`src/rtl/dmem_indirect.sv`:
```
// dmem_indirect: adapter between the pipeline data-memory port and the D-cache.
//
// Direct accesses (LDR/STR/LDB/STB/TRAP) pass straight through with no added
// latency. Indirect accesses (LDI/STI, flagged by `indirect`) are split into a
// pointer read, one idle cycle, and then the data read or write at the fetched
// pointer. The pipeline sees exactly one P_mem_resp per request.
//
// Optional feature: define DMEM_PTR_BYPASS_EN to add a one-entry pointer cache.
// A hit lets an indirect access skip the pointer read and the idle cycle.
//
// Ports:
//   clk, reset                       clock, async active-high reset
//   indirect                         current request is LDI/STI
//   P_mem_address/read/write         pipeline request (held until P_mem_resp)
//   P_mem_byte_enable/wdata          byte mask (direct only) and store data
//   P_mem_resp/rdata                 completion pulse and load data to pipeline
//   d_mem_address/read/write         D-cache request (held until d_mem_resp)
//   d_mem_byte_enable/wdata          D-cache byte mask and write data
//   d_mem_resp/rdata                 D-cache completion pulse and read data
module dmem_indirect (
   input  logic        clk,
   input  logic        reset,
   input  logic        indirect,
   input  logic [15:0] P_mem_address,
   input  logic        P_mem_read,
   input  logic        P_mem_write,
   input  logic [1:0]  P_mem_byte_enable,
   input  logic [15:0] P_mem_wdata,
   output logic        P_mem_resp,
   output logic [15:0] P_mem_rdata,
   output logic [15:0] d_mem_address,
   output logic        d_mem_read,
   output logic        d_mem_write,
   output logic [1:0]  d_mem_byte_enable,
   output logic [15:0] d_mem_wdata,
   input  logic        d_mem_resp,
   input  logic [15:0] d_mem_rdata
);

   typedef enum logic [2:0] {StIdle, StPtr, StGap, StDataRd, StDataWr} state_e;

   state_e      state_q, state_d;
   logic [15:0] ptr_q, ptr_d;
   logic        req;
   logic        byp_hit;
   logic [15:0] byp_val;

   assign req = P_mem_read | P_mem_write;

`ifdef DMEM_PTR_BYPASS_EN
   logic        byp_valid_q, byp_valid_d;
   logic [14:0] byp_tag_q, byp_tag_d;
   logic [15:0] byp_val_q, byp_val_d;

   assign byp_hit = byp_valid_q && (byp_tag_q == P_mem_address[15:1]);
   assign byp_val = byp_val_q;

   always_comb begin
      byp_valid_d = byp_valid_q;
      byp_tag_d   = byp_tag_q;
      byp_val_d   = byp_val_q;
      // Fill only while the request is still held, so the tag is meaningful.
      if (state_q == StPtr && d_mem_resp && req) begin
         byp_valid_d = 1'b1;
         byp_tag_d   = P_mem_address[15:1];
         byp_val_d   = d_mem_rdata;
      end
      // Any completed write to the cached pointer word makes the entry stale.
      if (d_mem_write && d_mem_resp && (d_mem_address[15:1] == byp_tag_q)) begin
         byp_valid_d = 1'b0;
      end
   end

   always_ff @(posedge clk or posedge reset) begin
      if (reset) begin
         byp_valid_q <= 1'b0;
         byp_tag_q   <= 15'h0000;
         byp_val_q   <= 16'h0000;
      end else begin
         byp_valid_q <= byp_valid_d;
         byp_tag_q   <= byp_tag_d;
         byp_val_q   <= byp_val_d;
      end
   end
`else
   assign byp_hit = 1'b0;
   assign byp_val = 16'h0000;
`endif

   // Next-state logic.
   always_comb begin
      state_d = state_q;
      ptr_d   = ptr_q;
      unique case (state_q)
         StIdle: begin
            if (indirect && req) begin
               if (byp_hit) begin
                  ptr_d   = byp_val;
                  state_d = P_mem_read ? StDataRd : StDataWr;
               end else begin
                  state_d = StPtr;
               end
            end
         end
         StPtr: begin
            if (d_mem_resp) begin
               ptr_d   = d_mem_rdata;
               // A dropped request abandons the transaction after the read lands.
               state_d = req ? StGap : StIdle;
            end
         end
         StGap: begin
            if (!req) begin
               state_d = StIdle;
            end else begin
               state_d = P_mem_read ? StDataRd : StDataWr;
            end
         end
         StDataRd, StDataWr: begin
            if (d_mem_resp) begin
               state_d = StIdle;
            end
         end
         default: state_d = StIdle;
      endcase
   end

   // Output decode; IDLE with a direct request is a pure combinational bypass.
   always_comb begin
      d_mem_address     = P_mem_address;
      d_mem_read        = 1'b0;
      d_mem_write       = 1'b0;
      d_mem_byte_enable = 2'b11;
      d_mem_wdata       = P_mem_wdata;
      P_mem_resp        = 1'b0;
      P_mem_rdata       = d_mem_rdata;
      unique case (state_q)
         StIdle: begin
            if (!indirect) begin
               d_mem_read        = P_mem_read;
               d_mem_write       = P_mem_write;
               d_mem_byte_enable = P_mem_byte_enable;
               P_mem_resp        = d_mem_resp;
            end
         end
         StPtr: begin
            d_mem_read    = 1'b1;
            d_mem_address = P_mem_address & 16'hFFFE;
         end
         StDataRd: begin
            d_mem_read    = 1'b1;
            d_mem_address = ptr_q & 16'hFFFE;
            P_mem_resp    = d_mem_resp & req;
         end
         StDataWr: begin
            d_mem_write   = 1'b1;
            d_mem_address = ptr_q & 16'hFFFE;
            P_mem_resp    = d_mem_resp & req;
         end
         default: ;
      endcase
   end

   always_ff @(posedge clk or posedge reset) begin
      if (reset) begin
         state_q <= StIdle;
         ptr_q   <= 16'h0000;
      end else begin
         state_q <= state_d;
         ptr_q   <= ptr_d;
      end
   end

endmodule

```
`config.mk`:
```
export PLATFORM = sky130hd
export DESIGN_NAME = dmem_indirect
export DESIGN_NICKNAME = d
export VERILOG_FILES = /design/src/rtl/dmem_indirect.sv
export SDC_FILE = /design/constraint.sdc
export NUM_CORES = 1
export LEC_CHECK = 0
export ABC_CLOCK_PERIOD_IN_PS = 1800
export CELL_PAD_IN_SITES_DETAIL_PLACEMENT = 0
export CELL_PAD_IN_SITES_GLOBAL_PLACEMENT = 1
export CORE_ASPECT_RATIO = 1.1
export CORE_UTILIZATION = 21
export DETAILED_ROUTE_END_ITERATION = 6
export GPL_TIMING_DRIVEN = 0
export MAX_ROUTING_LAYER = met4
export PLACE_DENSITY = 0.81
export SETUP_SLACK_MARGIN = 0.4
export SYNTH_ARGS = -nofsm -noshare
export SYNTH_HDL_FRONTEND = slang
export SYNTH_SLANG_ARGS = --single-unit
```
`constraint.sdc`:
```
create_clock -name clk -period 1.8 [get_ports clk]
set_input_delay 0.45 -clock clk [delete_from_list [all_inputs] [get_ports clk]]
set_output_delay 0.45 -clock clk [all_outputs]
set_load 0.05 [all_outputs]
```
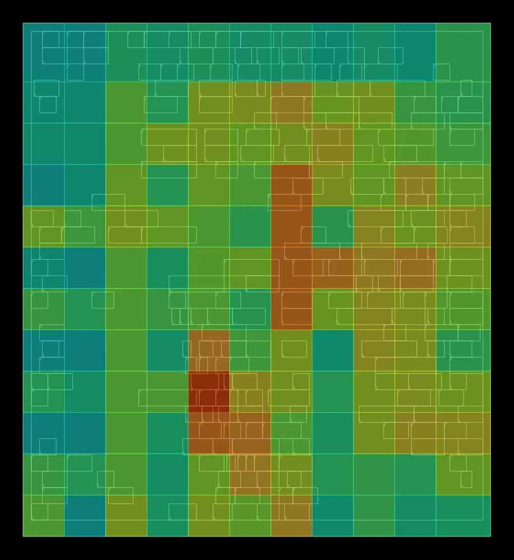
(run_1/final_congestion.png)
met1 Use GR: 12.4%
GR peak layer: met2

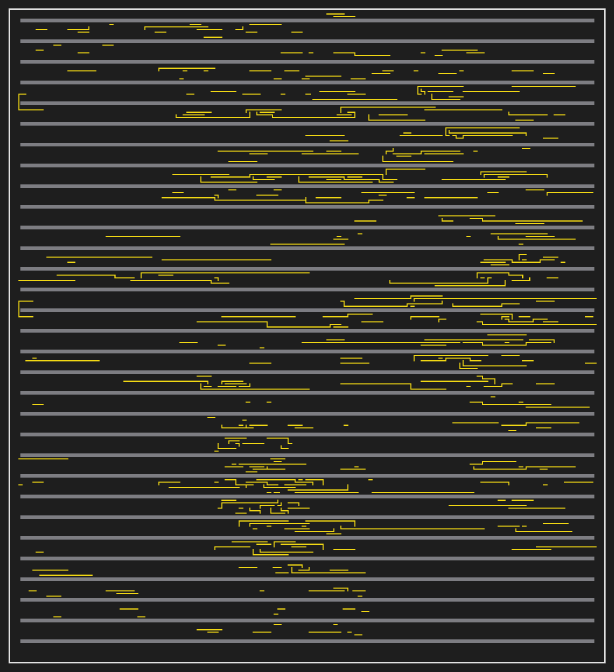
(run_1/met1.png)
Supply wires on this layer in grey.
main direction: horizontal
share of all routed wire: 41%
wire length on this layer: 1520 microns
longest straight run: 23.9 microns
nets with wire on the layer: 221
via count: 1212
DRT Wirelength: 3730 microns

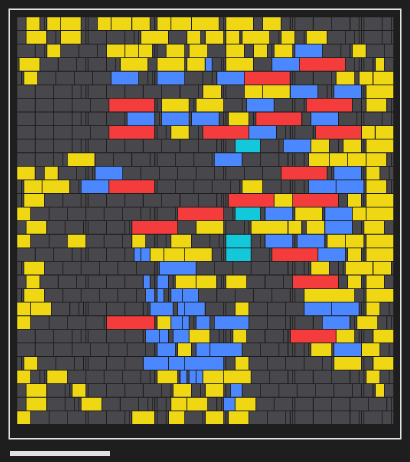
(run_1/cell_classes.png)
Bar = 20 microns. Fill, decap, tap and diode cells in grey.
[red] flops | cells: 18
[cyan] clock drivers and dummy loads | cells: 4
[yellow] other buffers and delay cells | cells: 144
[blue] all other logic | cells: 61
final core occ: 46.2%
Core Area: 0.00616 sq mm
sequential share of cell area: 15.9%

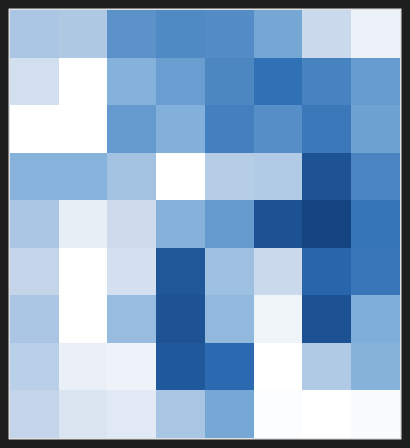
(run_1/density.png)
The die is cut into 8 by 9 equal tiles; white is low, dark blue is high, 0 to 100% covered.
emptiest ninth of the die: south-west
nearly empty tiles: 13%
tiles over 75% full: 13%
fp_density: 21.7%

[run 1: repair_timing]
action,4_1_cts,5_1_grt
pin swaps,3,3
hold buffers,0,0
setup buffers,11,3
cloned,2,0
setup endpoints to repair,68,39
resized,383,5
[run 1: layer usage]
metal	global-route usage, %	up-vias
met2	19.7	60
met5	-	-
met3	2.45	2
met1	12.4	564
met4	3.03	0
li1	-	586
[run 1: metrics by stage]
stage               setup WS [ps]  setup TNS, ps  hold slack (ps)  util (%)  cells
floorplan                    -114          -1610              389         -    116
global placement            -1080         -29210              486      39.2    287
detailed placement          -1100         -29490              491      39.2    287
CTS                          -470          -9650              519      45.8    304
global route                 -514         -10980              455      46.2    307
finish                       -451          -8950              460      46.2    307
[run 1: layout make-up]
| cell class | count | area share, % |
|---|---|---|
| well taps | 80 | 3.52 |
| clock buffers | 4 | 1.94 |
| flip-flops and latches | 18 | 15.9 |
| repair buffers | 107 | 43.0 |
| multi-input cells | 57 | 24.2 |
| plain buffers | 37 | 10.9 |
| inverters | 4 | 0.616 |
[run 1: state kept, by name, summed over array words and instances (netlist names)]
name and count:
state_q 3, ptr_q 15
[run 1: where the power goes]
part	switching [uW]	total, uW	internal [uW]
registers	123	730	607
clock network	138	332	194
logic	1220	2610	1380
[run 1: kinds of logic after synthesis]
group | after synthesis
compound gates | 10
flops | 18
buf+inv | 41
simple gates | 16
mux | 31
[run 1: synthesized netlist by cell type (all sizes together) (3+ instances only)]
cell type / n
buf: 37
mux2: 31
dfrtp: 18
a21oi: 4
inv: 4
nand2: 4
nand2b: 3
nor2: 3
[run 1: critical path, stage by stage (launching register included)]
cell and delay, ps:
dfrtp_1 370, buf_6 130, nand2b_4 140, a2bb2o_4 200
buf_8 120, buf_8 130, mux2_4 310, buf_8 150
==> results.txt, run 1 <==
flow finished, numbers: worst vdd rail ir drop=499 uV, yosys xor share=0%, Worst EP arrival=1800 ps, min-delay src=d_mem_rdata[9], CP Max Fanout=5, ys async rst share=100%, die area=0.00669 sq mm, crit path from=state_q[2], Synth Register Bits=18, initial antenna violation count=0, Highest Signal Layer=met4, most frequent logic cell in the layout=buf_4, # diodes=0, crit end category=output port, Top non-seq family=multiplexers, DRT Pass-1 Iters=4, Synth area leaders=dfrtp_1, mux2_2, buf_4, post-route antenna net violation count=0, RSZ-0062 raised after global routing=yes, Post-DP Area=0.00241 sq mm, reg2reg setup slack=-100 ps, Min-Delay Endpoint=ptr_q[9], syn_nets=172, outcome=finished with violations, num ports=109, Yosys chip area=0.00134 sq mm, failing checks=negative setup slack, Max Cap Viol=0, first-iteration detailed-routing DRC count=42, Post-Syn Instances=116, Mux area share=28.6%, CP required=1350 ps, Met3 Routed Length=284 microns, Die W=78.1 microns, Final Hold Fails=0, clk_skew=0.752 ps, Via density=3.95, Synth Seq Share=33.7%, vias in the first global route=1171, worst setup margin=-451 ps, Reg2Reg Launch Point=state_q[2], Top cell area share=33.7%, tool warning count=29, Tmin final=2250 ps, ys flop type=dfrtp_1, endpoints failing setup=35, Overflow after GRT=0, Yosys Instances=116
==> run 1 -> run 2 <==
Settings changed: ABC_AREA set to 1, CORE_UTILIZATION 21 to 18, PLACE_DENSITY 0.81 to 0.78.
==> run 2 against run 1 <==
  * The run still ends with negative setup slack left
  * Clock skew about the same
  * Sequential share of layout area shrank 1.5 points
  * Power rose by 17%
  * Register-to-register slack improved by 550 ps
  * Critical endpoint is now d_mem_address[14]
  * Largest cell class unchanged
  * Highest routed layer unchanged
==> results.txt, run 2 <==
flow finished, numbers: Reg with most FFs=ptr_q, Pwr top=combinational logic, hold_buf cts=0 (unchanged), Clk pwr share=7.4% (-1.7 points), Tmin final=2040 ps (-215 ps), die area=0.00765 sq mm (+14%), kind of cell adding the most delay to the critical path=flip-flops, initial antenna violation count=0 (unchanged), Max Cap Viol=0 (unchanged), Post-Syn Instances=198 (+71%), Slew @ Worst Pin=685 ps, critical path startpoint category=flip-flop, number of synthesis warnings=0, CP Max Fanout=10 (+5), Slowest cell on crit path=dfrtp_2, switching share of power=48.1% (+7.6 points), CTS clk-pin slew, worst paths=60 ps, ys flop type=dfrtp_1, Final Max Tran Viols=0, Post-DP Area=0.00249 sq mm (+3.1%), worst setup margin=-236 ps (+215 ps), tool warning count=29 (unchanged), Top cell area share=34.3% (+0.58 points), Final Hold Fails=0 (unchanged), CP required=1350 ps (about the same), # H-tree levels=1, DRC=0, ys async rst share=100% (unchanged), Total Nets Final=371, # diodes=0 (unchanged), first-iteration detailed-routing DRC count=32 (-24%), HPWL reported at the end of detailed placement=3130 microns, reg2reg setup slack=450 ps (+550 ps), Synth area leaders=dfrtp_1, nand2_1, buf_4, final instance area=0.00316 sq mm, Synth Seq Share=34.3% (+0.58 points), via count=1609 (+33%), RSZ-0062 raised after global routing=yes, failing checks=negative setup slack, crit end category=output port, Synth Register Bits=18 (unchanged), sequential cell power=757 uW (+3.7%), Worst EP arrival=1590 ps (-210 ps), Final Wtd Congestion=0.780, most frequent CP cell=nand2_4, Core Rows=32, P_int=2230 uW (+2.2%), Distinct lib cells used=17, clk_skew=0.518 ps (-0.233 ps), Yosys Instances=198 (+71%), syn_nets=254 (+48%), Via density=4.03 (+2.1%), outcome=finished with violations, setup TNS=-3680 ps (+5280 ps), final hold slack=439 ps (-20.8 ps), share of cells above drive strength 1=58.9%, Buffers & Inverters on Critical Path=3 (-1), Met3 Routed Length=278 microns (-2.1%), proportion of power drawn by combinational gates=75.0% (+4.0 points), Max Freq=491 MHz, syn avg cell area=6.64 sq um, num ports=109 (unchanged), Sw Pwr=2070 uW (+39%), most frequent logic cell in the layout=buf_4, largest net degree at the start of global routing=19, fp_density=18.7% (-3.1 points), Power Clock=319 uW (-4%), DRT Wirelength=4450 microns (+19%), Yosys chip area=0.00132 sq mm (-1.7%), Reg power frac=17.6% (-2.3 points), max FFs per register=15 (unchanged), post-route antenna net violation count=0 (unchanged), top post-synthesis cells by count=nand2_1, buf_4, inv_1, Core Area=0.00705 sq mm (+14%), Largest regs=ptr_q x15, state_q x3, worst vdd rail ir drop=732 uV (+47%), cell breakdown of the critical path=o21ai_4 > nand2_4 > buf_4 > buf_12 > nand2_2 > nand2_4 > buf_8, Vert. Die Dim=91.6 microns, Die W=83.5 microns (+6.9%), GR peak layer=met2, Overflow after GRT=0 (unchanged), Slew HR=54.3%, comb pwr=3220 uW (+23%), Highest Signal Layer=met4, endpoints failing setup=20 (-43%), count leader, synth=nand2_1, Max stage delay on crit path=450 ps (+80 ps), vias in the first global route=1635 (+40%), gr usage total=12.2%, DRT Pass-1 Iters=4 (unchanged)
-- run 2: cell types whose count changed after synthesis, sizes merged, moves of 2 or more --
cell    change
a21oi       -3
inv        +20
mux2       -31
nand2      +72
nand2b      -3
nand3       +7
nand4       +3
nor2        +7
o21ai      +19
or2         +2
-- run 2: layout make-up --
type                    count  area [sq um]  area share, %
repair buffers            112          1310           41.4
plain buffers              37           314           9.95
flip-flops and latches     18           454           14.4
well taps                  85           106           3.37
multi-input cells         119           823           26.1
clock buffers               4          55.1           1.74
inverters                  24          97.6           3.09
-- run 2: metrics by stage --
step           total power (uW)  setup slack [ps]  instances  util [%]
2_1_floorplan              2360               121        198         -
3_3_place_gp               2980              -832        374      35.3
3_5_place_dp               3000              -852        374      35.3
4_1_cts                    4220              -221        397      44.2
5_1_grt                    4560              -299        399      44.8
6_report                   4300              -236        399      44.8
-- run 2: timing repair --
item | CTS | global route
gates resized | 428 | 13
endpoints found under the setup margin | 53 | 39
gates cloned | 1 | 0
buffers inserted | 18 | 2
pin swaps | 8 | 4
-- run 2: cell families after synthesis --
kind of cell    count (synthesis)  share of synthesized area [%]
flops                          18                           34.3
buf+inv                        61                           27.9
compound gates                 21                           8.09
simple gates                   98                           29.8
-- run 2: worst paths after layout --
kind,start,to,depth (start not counted)
setup / recovery,state_q[0],d_mem_address[14],7
hold / removal,d_mem_rdata[15],ptr_q[15],3
setup reg to reg,state_q[0],state_q[1],8
hold reg to reg,ptr_q[2],ptr_q[2],2
max in group asynchronous,reset,state_q[0],2
min in group asynchronous,reset,ptr_q[3],2
-- run 2: worst reg2reg max path, stage by stage (launching register included) --
cell	delay, ps
dfrtp_2	450
buf_4	150
buf_4	140
nor2_4	140
nand2_2	90
nor2_2	110
nor2_1	50
nand3_1	70
nand2_1	50
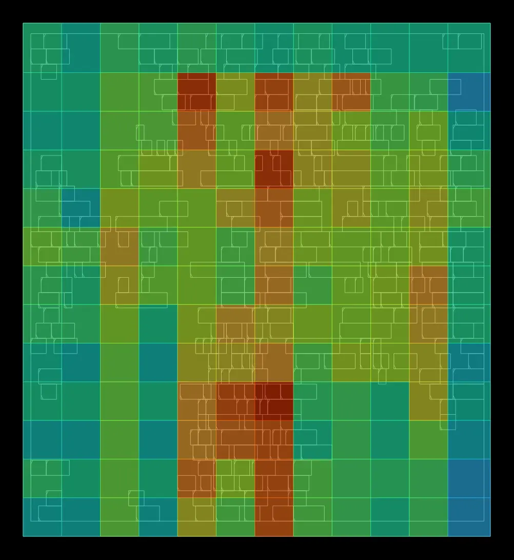
(run_2/final_congestion.png)
drt wl/cell: 11.1 microns
met2 Use GR: 23.6%
met1 Use GR: 12.9%
final core occ: 44.8%
met3 Track Usage GR: 2.43%

Power is estimated from default activity; no workload was simulated.
